[src/rtl/mem_arbiter.sv]
// mem_arbiter: round-robin owner of the single shared-memory port.
//
// Each proc requests with i_req_rd or i_req_wr and waits for its own grant.
// A grant is kept while its owner keeps requesting the same access type. When
// another proc is also waiting, the owner is preempted after MAX_HOLD granted
// cycles. The owner's address, write data and write size are muxed onto the
// memory port.
//
// Ports:
//   i_clk, i_rstn            clock, asynchronous active-low reset
//   i_req_rd / i_req_wr      per-proc read / write requests
//   i_addr, i_wdata, i_wsize per-proc payload, proc k in slice k
//   o_grant_rd / o_grant_wr  registered grants, at most one bit set in total
//   o_mem_re / o_mem_we      memory enables, decoded from the grants
//   o_mem_addr/wdata/wsize   owner's payload, 0 when idle
//   o_owner, o_busy          current owner index, grant active
module mem_arbiter #(
    parameter int unsigned N_PROC   = 4,
    parameter int unsigned ADDR_W   = 32,
    parameter int unsigned BUS_W    = 32,
    parameter int unsigned MAX_HOLD = 8
) (
    input  logic                        i_clk,
    input  logic                        i_rstn,
    input  logic [N_PROC-1:0]           i_req_rd,
    input  logic [N_PROC-1:0]           i_req_wr,
    input  logic [N_PROC*ADDR_W-1:0]    i_addr,
    input  logic [N_PROC*BUS_W-1:0]     i_wdata,
    input  logic [N_PROC*3-1:0]         i_wsize,
    output logic [N_PROC-1:0]           o_grant_rd,
    output logic [N_PROC-1:0]           o_grant_wr,
    output logic                        o_mem_re,
    output logic                        o_mem_we,
    output logic [ADDR_W-1:0]           o_mem_addr,
    output logic [BUS_W-1:0]            o_mem_wdata,
    output logic [2:0]                  o_mem_wsize,
    output logic [$clog2(N_PROC)-1:0]   o_owner,
    output logic                        o_busy
);

    localparam int unsigned IDX_W  = $clog2(N_PROC);
    localparam int unsigned HOLD_W = $clog2(MAX_HOLD);
    localparam logic [HOLD_W-1:0] HOLD_LAST = HOLD_W'(MAX_HOLD - 1);
    localparam logic [IDX_W-1:0]  IDX_LAST  = IDX_W'(N_PROC - 1);

    localparam logic [1:0] IDLE   = 2'd0;
    localparam logic [1:0] OWN_RD = 2'd1;
    localparam logic [1:0] OWN_WR = 2'd2;

    logic [1:0]        state_q, state_d;
    logic [IDX_W-1:0]  ptr_q, ptr_d;
    logic [IDX_W-1:0]  owner_d;
    logic [HOLD_W-1:0] hold_q, hold_d;
    logic [N_PROC-1:0] grant_rd_d, grant_wr_d;

    logic [N_PROC-1:0] req;
    logic [N_PROC-1:0] own_mask;
    logic [N_PROC-1:0] others;
    logic [N_PROC-1:0] cand;
    logic              cur_req;
    logic              do_arb;
    logic [IDX_W:0]    pick_res;
    logic              found;
    logic [IDX_W-1:0]  win;

    // First set bit of cand at or after start, wrapping; MSB flags a hit.
    function automatic logic [IDX_W:0] rr_pick(input logic [N_PROC-1:0] c,
                                               input logic [IDX_W-1:0]  start);
        logic [IDX_W:0] res;
        int unsigned    idx;
        res = '0;
        for (int unsigned i = 0; i < N_PROC; i++) begin
            idx = 32'(start) + i;
            if (idx >= N_PROC) begin
                idx = idx - N_PROC;
            end
            if (!res[IDX_W] && c[IDX_W'(idx)]) begin
                res = {1'b1, IDX_W'(idx)};
            end
        end
        return res;
    endfunction

    assign req      = i_req_rd | i_req_wr;
    assign own_mask = N_PROC'(1) << o_owner;
    assign others   = req & ~own_mask;
    assign cur_req  = (state_q == OWN_WR) ? i_req_wr[o_owner] : i_req_rd[o_owner];

    // State register plus registered grants, owner, pointer and hold count.
    always_ff @(posedge i_clk or negedge i_rstn) begin
        if (!i_rstn) begin
            state_q    <= IDLE;
            ptr_q      <= '0;
            hold_q     <= '0;
            o_owner    <= '0;
            o_grant_rd <= '0;
            o_grant_wr <= '0;
        end else begin
            state_q    <= state_d;
            ptr_q      <= ptr_d;
            hold_q     <= hold_d;
            o_owner    <= owner_d;
            o_grant_rd <= grant_rd_d;
            o_grant_wr <= grant_wr_d;
        end
    end

    // Keep / release / preempt decision and round-robin re-arbitration.
    always_comb begin
        state_d    = state_q;
        ptr_d      = ptr_q;
        hold_d     = hold_q;
        owner_d    = o_owner;
        do_arb     = 1'b0;
        cand       = req;

        case (state_q)
            IDLE: begin
                do_arb = |req;
            end
            OWN_RD, OWN_WR: begin
                if (!cur_req) begin
                    // Release: the owner may win again with its other type.
                    do_arb = 1'b1;
                end else if ((hold_q == HOLD_LAST) && (|others)) begin
                    do_arb = 1'b1;
                    cand   = others;
                end else if (hold_q != HOLD_LAST) begin
                    hold_d = hold_q + 1'b1;
                end
            end
            default: begin
                state_d = IDLE;
            end
        endcase

        pick_res = rr_pick(cand, ptr_q);
        found    = pick_res[IDX_W];
        win      = pick_res[IDX_W-1:0];

        if (do_arb) begin
            if (found) begin
                owner_d = win;
                ptr_d   = (win == IDX_LAST) ? '0 : win + 1'b1;
                hold_d  = '0;
                state_d = i_req_wr[win] ? OWN_WR : OWN_RD;
            end else begin
                owner_d = '0;
                hold_d  = '0;
                state_d = IDLE;
            end
        end

        grant_rd_d = (state_d == OWN_RD) ? (N_PROC'(1) << owner_d) : '0;
        grant_wr_d = (state_d == OWN_WR) ? (N_PROC'(1) << owner_d) : '0;
    end

    // Memory port: enables from the grants, payload muxed from the owner.
    assign o_busy      = |(o_grant_rd | o_grant_wr);
    assign o_mem_re    = |o_grant_rd;
    assign o_mem_we    = |o_grant_wr;
    assign o_mem_addr  = o_busy ? i_addr[o_owner*ADDR_W +: ADDR_W] : '0;
    assign o_mem_wdata = o_busy ? i_wdata[o_owner*BUS_W +: BUS_W]  : '0;
    assign o_mem_wsize = o_busy ? i_wsize[o_owner*3 +: 3]          : '0;

endmodule

[config.mk]
export PLATFORM = sky130hd
export DESIGN_NAME = mem_arbiter
export DESIGN_NICKNAME = d
export VERILOG_FILES = /design/src/rtl/mem_arbiter.sv
export SDC_FILE = /design/constraint.sdc
export NUM_CORES = 1
export LEC_CHECK = 0
export CAP_MARGIN = 20
export CORE_AREA = 10 10 132 134
export DETAILED_ROUTE_END_ITERATION = 16
export DIE_AREA = 0 0 142 144
export PLACE_DENSITY = 0.67
export SYNTH_ARGS = -nofsm -noshare
export SYNTH_HDL_FRONTEND = slang
export SYNTH_SLANG_ARGS = --single-unit
[constraint.sdc]
create_clock -name i_clk -period 6.3 [get_ports i_clk]
set_input_delay 1.575 -clock i_clk [delete_from_list [all_inputs] [get_ports i_clk]]
set_output_delay 1.575 -clock i_clk [all_outputs]
set_load 0.01 [all_outputs]
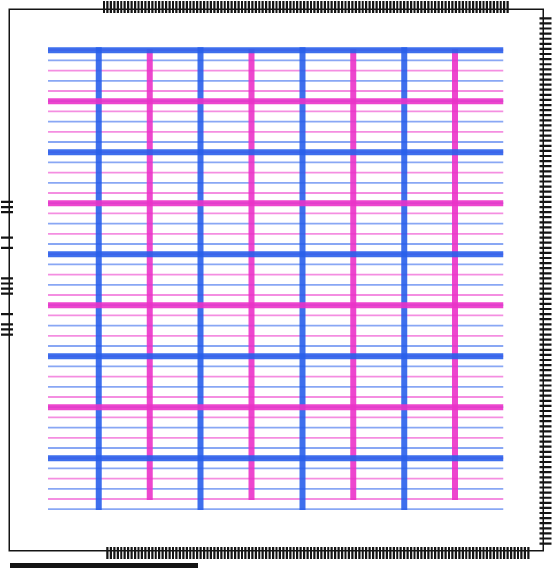
(floorplan with the power grid)
Bar = 50 µm. Pins as bars on the die edge.
VDD: in magenta. VSS: in blue.
46 met1 rails follow the rows. 8 straps on met4. 9 straps on met5. 358 signal pins sit on the boundary.

==> reports/metrics.cfg <==
[die]
tap_cells = 188
num_rows = 45
fp.dieW_um = 142
die_y_um = 144

[worst_setup_path]
crit_end = o_mem_addr[1]
worstPathArrival_ns = 3.18
crit_type = in -> out
reg2reg_to = o_grant_wr[0]
worstSetupStartpoint = i_addr[33]

[routing]
via_count = 4087
drtPass1Iterations = 4
routed_wl_um = 21630
drc = 0

[clocking]
cts_resized = 0
worst_skew_pair.late_latency_ns = 0.25
cts_tree = yes
cts_num_sinks = 17

[final_layout]
fin_area_um2 = 7178
antenna-diode-count = 2
stdcell_count = 824
fillers = 1374
nonClkBufAreaFrac = 0.5058
seq_area_frac = 0.06031
comb.multi_input.count = 242

[sta]
rsz0062_at_grt = no
timing.slew.headroom = 0.5170
setup_violations = 0
worstMarginPinSlew_ns = 0.7222
hold_violations = 0
fin_skew_ns = 0.006919

[hold_path]
min_from = hold_q[1]

[logic_synthesis]
ys_sh_xor = 0.005273
postSynthCellCount = 293
edf_count = 0
ys.flop_type = dfrtp_1
synth_top_area_share = 0.4542
synth-area-yosys_um2 = 3322
netlist_area_um2 = 3322

[power]
irDropWorstVdd_v = 0.0003010
top_power_group = combinational logic
pg_comb_uw = 3040
clkPwrFrac = 0.037
power_leakage_uw = 0.002555
power_switching_uw = 1562
combPwrFrac = 0.877
p_seq_uw = 301
p_seq_frac = 0.087

[global_route]
antenna_found_initial = 5
overflow = 0
grt_use_met3 = 0.06100
grt_use_met1 = 0.2291

[job]
tool_warnings = 29

[outcome]
outcome = complete, no violations

[placement]
io_buffers = 357

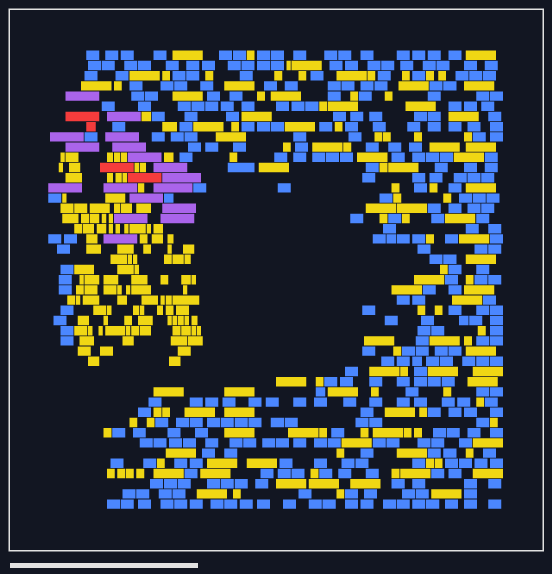
(cell classes on the final placement)
Bar = 50 µm.
remaining buffers and delay cells: in blue, cells 363. remaining logic cells: in yellow, cells 250. registers: in purple, cells 17. clock drivers and dummy loads: in red, cells 4.

[flip-flops by register name, indices dropped and copies added, names as in the netlist]
name	cells
o_grant_rd	4
hold_q	3
o_owner	2
ptr_q	2
state_q	2
o_grant_wr	4
[synthesized netlist by cell type (2+ instances only)]
cell,instances
a31oi_1,3
or4_1,2
inv_1,8
a21oi_1,4
nor2_1,16
nor4b_1,3
nand2_1,11
clkbuf_1,15
dfrtp_1,17
or2_2,2
a22oi_1,3
buf_2,6
mux2_2,3
mux2i_1,8
mux4_2,67
a221oi_2,3
ha_1,6
nor2b_1,71
buf_1,4
o31ai_2,2
nor3_1,8
[worst max-delay path: stages]
cell	delay, ns
clkdlybuf4s50_1	0.46
mux4_2	0.46
nor2b_1	0.17
clkdlybuf4s50_1	0.52
